**config.mk**
```make
export PLATFORM = sky130hd
export DESIGN_NAME = ps2_scan_sequencer
export DESIGN_NICKNAME = d
export VERILOG_FILES = /design/src/rtl/ps2_scan_sequencer.sv
export SDC_FILE = /design/constraint.sdc
export NUM_CORES = 1
export LEC_CHECK = 0
export CORE_ASPECT_RATIO = 2
export CORE_MARGIN = 2
export CORE_UTILIZATION = 35
export DETAILED_ROUTE_END_ITERATION = 12
export PLACE_DENSITY = 0.63
export SLEW_MARGIN = 20
export SYNTH_ARGS = -nofsm -noshare
export SYNTH_HDL_FRONTEND = slang
export SYNTH_SLANG_ARGS = --single-unit
```
**constraint.sdc**
```tcl
create_clock -name clk -period 1.86 [get_ports clk]
set_input_delay 0.372 -clock clk [delete_from_list [all_inputs] [get_ports clk]]
set_output_delay 0.372 -clock clk [all_outputs]
set_load 0.02 [all_outputs]
```
**src/rtl/ps2_scan_sequencer.sv**
```systemverilog
// ---------------------------------------------------------------------------
// ps2_scan_sequencer
//
// Control stage between a PS/2 byte receiver and downstream consumers. It
// folds PS/2 set-2 prefix bytes (E0 = extended, F0 = break) into single key
// events and queues those events in a small FIFO with a valid/ready output
// handshake. The receiver is throttled while the FIFO is full. A prefix that
// is never completed is abandoned after TIMEOUT_CYCLES idle clocks.
//
// Ports
//   clk, reset      system clock, asynchronous active-high reset
//   enable          1 = accept keyboard traffic (gates rx_en)
//   rx_done_tick    one-cycle pulse: rx_data holds a received byte
//   rx_data[7:0]    received scan byte
//   rx_en           registered receive enable back to the receiver
//   evt_valid       head event available
//   evt_ready       consumer accepts the head event
//   evt_code[7:0]   key code of the head event
//   evt_ext         head event was E0-prefixed
//   evt_break       head event is a key release (F0-prefixed)
//   err_tick        one-cycle pulse on a protocol error or prefix timeout
//   overflow        sticky flag: an event was lost because the FIFO was full
//   ovf_clr         synchronous clear of overflow
//   level           current FIFO occupancy
// ---------------------------------------------------------------------------
module ps2_scan_sequencer #(
  parameter int TIMEOUT_CYCLES = 100000,
  parameter int FIFO_DEPTH     = 4,
  parameter int CNT_W          = 17,
  localparam int PTR_W         = $clog2(FIFO_DEPTH),
  localparam int LVL_W         = $clog2(FIFO_DEPTH) + 1
) (
  input  logic             clk,
  input  logic             reset,
  input  logic             enable,
  input  logic             rx_done_tick,
  input  logic [7:0]       rx_data,
  output logic             rx_en,
  output logic             evt_valid,
  input  logic             evt_ready,
  output logic [7:0]       evt_code,
  output logic             evt_ext,
  output logic             evt_break,
  output logic             err_tick,
  output logic             overflow,
  input  logic             ovf_clr,
  output logic [LVL_W-1:0] level
);

  typedef enum logic [1:0] {
    IDLE   = 2'd0,
    S_E0   = 2'd1,
    S_F0   = 2'd2,
    S_E0F0 = 2'd3
  } state_t;

  localparam logic [LVL_W-1:0] DEPTH_L  = LVL_W'(FIFO_DEPTH);
  localparam logic [CNT_W-1:0] TO_LAST  = CNT_W'(TIMEOUT_CYCLES - 1);

  state_t             state_q, state_d;
  logic [CNT_W-1:0]   cnt_q, cnt_d;
  logic [PTR_W-1:0]   wr_ptr_q, wr_ptr_d;
  logic [PTR_W-1:0]   rd_ptr_q, rd_ptr_d;
  logic [LVL_W-1:0]   level_q, level_d;
  logic [9:0]         head_q, head_d;      // {code, ext, brk}
  logic               rx_en_q, rx_en_d;
  logic               err_tick_q, err_tick_d;
  logic               overflow_q, overflow_d;
  logic [9:0]         fifo_q [FIFO_DEPTH];

  logic               is_e0, is_f0, is_bad;
  logic               timeout;
  logic               emit, emit_ext, emit_brk, err;
  logic               pop, push_ok;
  logic [9:0]         new_evt;

  assign is_e0   = (rx_data == 8'hE0);
  assign is_f0   = (rx_data == 8'hF0);
  assign is_bad  = (rx_data == 8'h00) || (rx_data == 8'hFF);
  // A byte arriving in the timeout cycle takes precedence over the timeout.
  assign timeout = !rx_done_tick && (state_q != IDLE) && (cnt_q == TO_LAST);
  assign new_evt = {rx_data, emit_ext, emit_brk};

  // Prefix decoder: at most one of emit / err per cycle.
  always_comb begin
    state_d  = state_q;
    emit     = 1'b0;
    emit_ext = 1'b0;
    emit_brk = 1'b0;
    err      = 1'b0;
    if (rx_done_tick) begin
      case (state_q)
        IDLE: begin
          if (is_e0)       state_d = S_E0;
          else if (is_f0)  state_d = S_F0;
          else if (is_bad) err     = 1'b1;
          else             emit    = 1'b1;
        end
        S_E0: begin
          if (is_e0) begin
            state_d = S_E0;
          end else if (is_f0) begin
            state_d = S_E0F0;
          end else if (is_bad) begin
            err     = 1'b1;
            state_d = IDLE;
          end else begin
            emit     = 1'b1;
            emit_ext = 1'b1;
            state_d  = IDLE;
          end
        end
        S_F0: begin
          state_d = IDLE;
          if (is_e0 || is_f0 || is_bad) begin
            err = 1'b1;
          end else begin
            emit     = 1'b1;
            emit_brk = 1'b1;
          end
        end
        S_E0F0: begin
          state_d = IDLE;
          if (is_e0 || is_f0 || is_bad) begin
            err = 1'b1;
          end else begin
            emit     = 1'b1;
            emit_ext = 1'b1;
            emit_brk = 1'b1;
          end
        end
        default: state_d = IDLE;
      endcase
    end else if (timeout) begin
      err     = 1'b1;
      state_d = IDLE;
    end
  end

  // Prefix timeout counter only runs while a sequence is partially received.
  always_comb begin
    cnt_d = cnt_q + CNT_W'(1);
    if (rx_done_tick || (state_q == IDLE) || timeout) cnt_d = '0;
  end

  // FIFO control. A pop in the same cycle frees a slot for a push even when full.
  always_comb begin
    pop      = (level_q != '0) && evt_ready;
    push_ok  = emit && ((level_q < DEPTH_L) || pop);
    wr_ptr_d = push_ok ? wr_ptr_q + PTR_W'(1) : wr_ptr_q;
    rd_ptr_d = pop ? rd_ptr_q + PTR_W'(1) : rd_ptr_q;

    level_d = level_q;
    if (push_ok && !pop)      level_d = level_q + LVL_W'(1);
    else if (!push_ok && pop) level_d = level_q - LVL_W'(1);

    // Head register mirrors the entry that will be at the read pointer after
    // this edge; a push into an empty (or emptying) FIFO bypasses storage.
    head_d = head_q;
    if (push_ok && ((level_q == '0) || (pop && (level_q == LVL_W'(1)))))
      head_d = new_evt;
    else if (pop && (level_q > LVL_W'(1)))
      head_d = fifo_q[rd_ptr_d];

    overflow_d = overflow_q;
    if (emit && !push_ok) overflow_d = 1'b1;
    else if (ovf_clr)     overflow_d = 1'b0;

    rx_en_d    = enable && (level_q < DEPTH_L);
    err_tick_d = err;
  end

  always_ff @(posedge clk or posedge reset) begin
    if (reset) begin
      state_q    <= IDLE;
      cnt_q      <= '0;
      wr_ptr_q   <= '0;
      rd_ptr_q   <= '0;
      level_q    <= '0;
      head_q     <= '0;
      rx_en_q    <= 1'b0;
      err_tick_q <= 1'b0;
      overflow_q <= 1'b0;
    end else begin
      state_q    <= state_d;
      cnt_q      <= cnt_d;
      wr_ptr_q   <= wr_ptr_d;
      rd_ptr_q   <= rd_ptr_d;
      level_q    <= level_d;
      head_q     <= head_d;
      rx_en_q    <= rx_en_d;
      err_tick_q <= err_tick_d;
      overflow_q <= overflow_d;
    end
  end

  // Event storage carries no reset; occupancy is tracked by the pointers.
  always_ff @(posedge clk) begin
    if (push_ok) fifo_q[wr_ptr_q] <= new_evt;
  end

  assign rx_en     = rx_en_q;
  assign evt_valid = (level_q != '0);
  assign evt_code  = head_q[9:2];
  assign evt_ext   = head_q[1];
  assign evt_break = head_q[0];
  assign err_tick  = err_tick_q;
  assign overflow  = overflow_q;
  assign level     = level_q;

endmodule

```
### Gate-type map, run 1

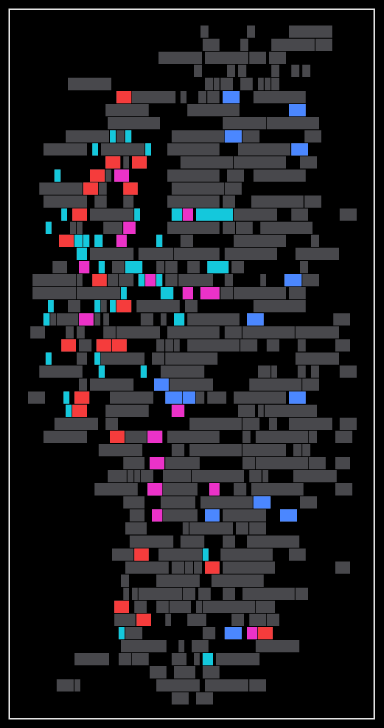
[blue] non-inverting ao/oa cells | cells: 14
[magenta] and/or cells | cells: 16
[red] xor and xnor cells | cells: 21
[cyan] nor cells | cells: 36
combinational share of cell area: 0.287
fin cells: 493
most common logic cell in the routed design: edfxtp_1

### M2 wires, run 1

Scale bar: 20 µm.
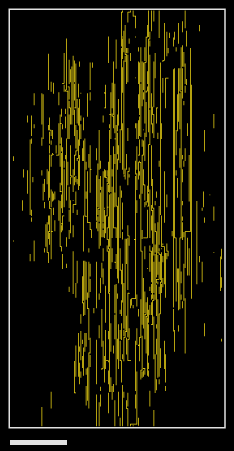
main direction: vertical
share of all routed wire: 60%

### Sequential cells grouped by signal name, run 1

Scale bar: 20 µm.
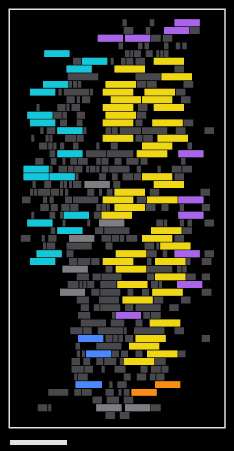
[orange] `rd_ptr_q` | flops: 2
[purple] `head_q` | flops: 10
[yellow] `fifo_q` | flops: 40
[cyan] `cnt_q` | flops: 17
[blue] `level` | flops: 3
not coloured: 7
sequential standard cell area: 2180 µm²
Finished Core Util: 0.470
sequential cell area share: 0.459

==> run 1: cell usage in the layout, fill, tap and decap left out, drive strengths merged, types with 10 or more instances in the layout <==
| master | instances |
|---|---|
| buf | 43 |
| clkbuf | 12 |
| clkdlybuf4s50 | 19 |
| dfrtp | 39 |
| edfxtp | 40 |
| ha | 10 |
| inv | 13 |
| mux2i | 21 |
| nand2 | 17 |
| nand3 | 22 |
| nor2 | 27 |
| xnor2 | 10 |
| xor2 | 11 |
==> run 1: report_power, final <==
group,internal [mW],switching [mW],leakage (nW)
registers,2.26,0.166,0.882
clock network,1.18,0.710,0.156
logic,1.22,1.31,0.916
==> run 1: state kept, by name, summed over array words and instances (netlist names) <==
register / count
rd_ptr_q: 2
cnt_q: 17
fifo_q: 40
rx_en: 1
head_q: 10
overflow: 1
level: 3
state_q: 2
wr_ptr_q: 2
err_tick: 1
==> run 1: routing by layer <==
metal / up-vias / track usage
li1: 1166 / -
met2: 36 / 0.300
met5: - / 0
met1: 1213 / 0.157
met4: 0 / 0.0632
met3: 10 / 0.0329
==> run 1: kinds of logic after synthesis <==
family,after synthesis,share of synthesized area
flip-flops,79,0.606
buffers and inverters,23,0.0334
AND/OR/NAND/NOR,96,0.140
multiplexers,23,0.0647
adder cells (fa/ha/maj),10,0.0348
AND-OR/OR-AND,29,0.0703
XOR/XNOR,21,0.0512
==> run 1: area by class of cell <==
class / count / area [µm²]
Clock buffer: 9 / 225
Inverter: 12 / 45.0
Timing Repair Buffer: 72 / 672
Fill cell: 934 / 5340
Tap cell: 135 / 169
Multi-Input combinational cell: 179 / 1360
Clock inverter: 7 / 95.1
Sequential cell: 79 / 2180
==> impl_metrics.ini, run 1 <==
; generated from flow reports
[pwr]
power_mw = 6.84
p_per_area_nw_per_um2 = 1440
peakVddDrop_mv = 0.525
leakagePower_nw = 1.95

[critical_path]
cp_max_fo = 3
worstReg2RegStart = level[0]
r2r-end = head_q[8]
ff2ff_path_depth = 8
crit_family = buffers and inverters
endpoint_kind = primary output
setup.worst_path.start = level[0]
path_class = flip-flop to primary output
endpoint = level[0]
cp_num_buf_inv = 2
crit_path_start_kind = flip-flop
critPathRequiredTime_ns = 1.49
arrival_ns = 1.44
worst_path_max_delay_cell = clkdlybuf4s50_1
max_stage_delay_ns = 0.60
r2r_setup_slack_ns = 0.12
path_cells = buf_4, clkdlybuf4s50_1
cp.depth = 2

[route]
top_layer_used = met4
wl_met2_um = 4760
firstDrtPassIters = 4
wirelength_um = 7910
wl_met1_um = 2820
drcViolationCount = 0
wl_per_cell_um = 16.0
vias = 2425
drt-initial-drc-count = 133
wl_met3_um = 175
ant_nets = 0
vias_per_cell = 4.92

[clock_tree]
cts_resized = 22
cts_htree_levels = 3
insertion_delay_ns = 0.34
ctsRootBufferMaster = clkbuf_16
cts_hold_buffers = 0
cts_setup_buffers = 1
clk_path_buf_depth = 2
numCtsBuffers = 9
cts.sinks = 79
path_clk_slew_ns = 0.06
cts_tree = yes

[final_timing]
setup_violations = 0
slew_headroom = 0.673
period_minus_slack_ns = 1.81
worst_pin_slew_ns = 0.491
clock_skew_ns = 0.00389
fmax_mhz = 552
hold_slack_ns = 0.334
fin_ws_ns = 0.0477
drv_slew = 0
hold_viol = 0
fin_crit_sh = 0.974
fin_setup_tns_ns = 0

[logic_synthesis]
synth_flops = 79
syn_avg_cell_area_um2 = 12.8
ys_cells = 281
synth-edff-count = 40
synthTopCellsByArea = edfxtp_1 (33%), dfrtp_1 (27%), mux2i_1 (5.8%)
flop_cell = edfxtp_1
synthCells = 281
syn_nets = 305
synth_cell_type_count = 48
top_cells_by_count = edfxtp_1 (40), dfrtp_1 (39), nor2_1 (26)
ys_seq_frac = 0.606
yosys_warnings = 0
yosys_area_um2 = 3590
synth_top_area_share = 0.334
top_cell = edfxtp_1
syn_area_um2 = 3590
synth-async-reset-ratio = 0.494
synth_area_leader_cell = edfxtp_1

[global_routing]
overflow = 0
grt_pass1_vias = 2670
grt_antenna_before_repair = 0
grt_max_degree = 40
grt_pass1_wl_um = 13000
grt_use_total = 0.158

[worst_hold_path]
hold_depth = 1
worstHoldStart = rx_data[1]
hold_path_end = fifo_q[1][3]
hp-class = input port to flip-flop

[placement]
port_buffers = 30
placedCellCount = 475
place.gp.congestion = 0.783
dp_hpwl_um = 5810
place_area_um2 = 4370
pre_cts_slack_ns = -0.678

[floorplanning]
initCoreUtil = 0.356
num_rows = 52
die_y_um = 147
dieWidth_um = 75.7
pin_count = 31
chipArea_um2 = 11100
floorplan.core_area_um2 = 10100

[run]
openroad.warnings = 32
maxCapViolCount = 0

[outcome]
status = finished clean

[final_layout]
n_antenna_cell = 0
layout-drive-gt1-share = 0.232
syn_to_final_growth_pct = 32.0
final_area_um2 = 4740
final_net_count = 377
--- run 2 (diff from run 1) ---
--- a/config.mk
+++ b/config.mk
@@ -8,6 +8,7 @@
 export CORE_ASPECT_RATIO = 2
 export CORE_MARGIN = 2
 export CORE_UTILIZATION = 35
+export CTS_CLUSTER_SIZE = 10
 export DETAILED_ROUTE_END_ITERATION = 12
 export PLACE_DENSITY = 0.63
 export SLEW_MARGIN = 20
### M3 wires, run 2

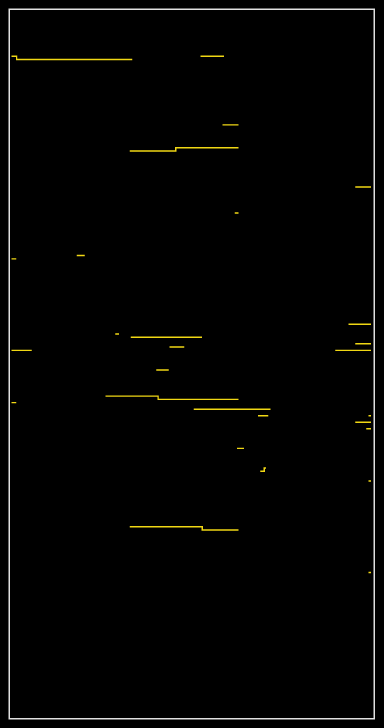
longest straight run: 23.9 µm
wire length on this layer: 176 µm
share of all routed wire: 2.2%
main direction: horizontal

==> run 2 against run 1 <==
  * Cell area stayed put
  * Setup slack is the same
  * Global-route usage unchanged
  * Worst hold slack unchanged
  * Critical endpoint unchanged
  * Largest cell class unchanged
==> impl_metrics.ini, run 2 <==
; generated from flow reports
[clock_tree]
numCtsBuffers = 9
cts_htree_levels = 3
cts_hold_buffers = 0
cts_tree = yes
cts.sinks = 79
ctsRootBufferMaster = clkbuf_16

[logic_synthesis]
syn_avg_cell_area_um2 = 12.8
yosys_warnings = 0
synth_cell_type_count = 48
synth-async-reset-ratio = 0.494
ys_sh_simple = 0.140
ys_cells = 281
flop_cell = edfxtp_1
synth_area_leader_cell = edfxtp_1
top_cells_by_count = edfxtp_1 (40), dfrtp_1 (39), nor2_1 (26)
synthMuxAreaShare = 0.0647
syn_area_um2 = 3590
yosys_area_um2 = 3590
synth_top_area_share = 0.334
aoi_share = 0.0703
synth_flops = 79
synthTopCellsByArea = edfxtp_1 (33%), dfrtp_1 (27%), mux2i_1 (5.8%)
ys_seq_frac = 0.606
synth-edff-count = 40
ys_sh_xor = 0.0512
logic_family = simple AND/OR/NAND/NOR gates
synthCells = 281

[final_layout]
final_cells = 493
layout.area.comb_um2 = 1360
final_cell_mix = edfxtp_1 (40), dfrtp_1 (38), buf_4 (35), nor2_1 (26), nand3_1 (22)
regArea_um2 = 2180
n_antenna_cell = 0
final_net_count = 377
fillerInstances = 934
syn_to_final_growth_pct = 32.0
final_area_um2 = 4740
final_common_cell = edfxtp_1
layout-drive-gt1-share = 0.232
largest_reg_flops = 40
finish.utilization = 0.470
top_regs = fifo_q: 40 flops, cnt_q: 17 flops, head_q: 10 flops

[pwr]
pwr-share-clk = 0.276
leakagePower_nw = 1.95
p_int_mw = 4.66
peakVddDrop_mv = 0.525
swShare = 0.320
p_per_area_nw_per_um2 = 1440
p_switching_mw = 2.19
power_mw = 6.84
seq_power_share = 0.355

[floorplanning]
pin_count = 31
dieWidth_um = 75.7
num_rows = 52
chipArea_um2 = 11100
floorplan.core_area_um2 = 10100
die_y_um = 147
initCoreUtil = 0.356

[route]
vias = 2425
firstDrtPassIters = 4
ant_nets = 0
drcViolationCount = 0
wl_per_cell_um = 16.0
wirelength_um = 7910
drt-initial-drc-count = 133

[critical_path]
worst_path_max_delay_cell = clkdlybuf4s50_1
arrival_ns = 1.44
crit_family = buffers and inverters
cp_num_buf_inv = 2
path_class = flip-flop to primary output
critPathRequiredTime_ns = 1.49
endpoint_kind = primary output
crit_path_start_kind = flip-flop
cp_max_fo = 3
path_cells = buf_4, clkdlybuf4s50_1
max_stage_delay_ns = 0.60

[final_timing]
period_minus_slack_ns = 1.81
setup_violations = 0
worst_pin_slew_ns = 0.491
hold_slack_ns = 0.334
fin_crit_sh = 0.974
slew_headroom = 0.673
fin_ws_ns = 0.0477
fmax_mhz = 552
hold_viol = 0
drv_slew = 0

[global_routing]
grt_pass1_vias = 2670
grt_antenna_before_repair = 0
grt_pass1_wl_um = 13000
overflow = 0
grt_max_degree = 40
grt_use_total = 0.158

[placement]
pre_cts_slack_ns = -0.678
place_area_um2 = 4370
port_buffers = 30
dp_hpwl_um = 5810
place.gp.congestion = 0.783

[outcome]
status = finished clean

[run]
openroad.warnings = 32
maxCapViolCount = 0

[worst_hold_path]
hp-class = input port to flip-flop
## run 2: per-layer routing
metal  routed length (µm)  up-vias  track usage
li1                     -     1166            -
met1                 2820     1213        0.157
met2                 4760       36        0.300
met3                  175       10       0.0329
met4                  155        0       0.0632
met5                    0        -            0
## run 2: power by group through the flow
| stage | registers, mW | logic [mW] | clock network, mW |
|---|---|---|---|
| after global placement | 2.45 | 2.42 | 0 |
| after global routing | 2.47 | 2.73 | 2.00 |
| final | 2.43 | 2.52 | 1.89 |
| after floorplan | 2.65 | 1.22 | 0 |
| after CTS | 2.43 | 2.53 | 1.93 |
| after detailed placement | 2.47 | 2.48 | 0 |
## run 2: worst paths after layout
| kind | start | to | slack [ns] | cells after the start |
|---|---|---|---|---|
| max in group asynchronous | reset | head_q[5] | 1.27 | 3 |
| min in group asynchronous | reset | rx_en | 0.38 | 3 |
| min reg2reg | head_q[9] | head_q[9] | 0.49 | 2 |
| max | level[0] | level[0] | 0.05 | 2 |
| max reg2reg | level[0] | head_q[8] | 0.12 | 8 |
| min | rx_data[1] | fifo_q[1][3] | 0.33 | 1 |
## run 2: final cells by class
| class | count | share of cell area |
|---|---|---|
| Sequential cell | 79 | 0.459 |
| Multi-Input combinational cell | 179 | 0.287 |
| Timing Repair Buffer | 72 | 0.142 |
| Clock buffer | 9 | 0.0475 |
| Tap cell | 135 | 0.0356 |
| Clock inverter | 7 | 0.0200 |
| Inverter | 12 | 0.00949 |
## run 2: what timing repair did
item / CTS / global route
buffers inserted: 1 / 1
pin swaps: 4 / 5
setup endpoints to repair: 64 / 22
gates resized: 22 / 14
cloned: 0 / 0
Power figures rest on the tool's default switching activity, not on a simulated workload.
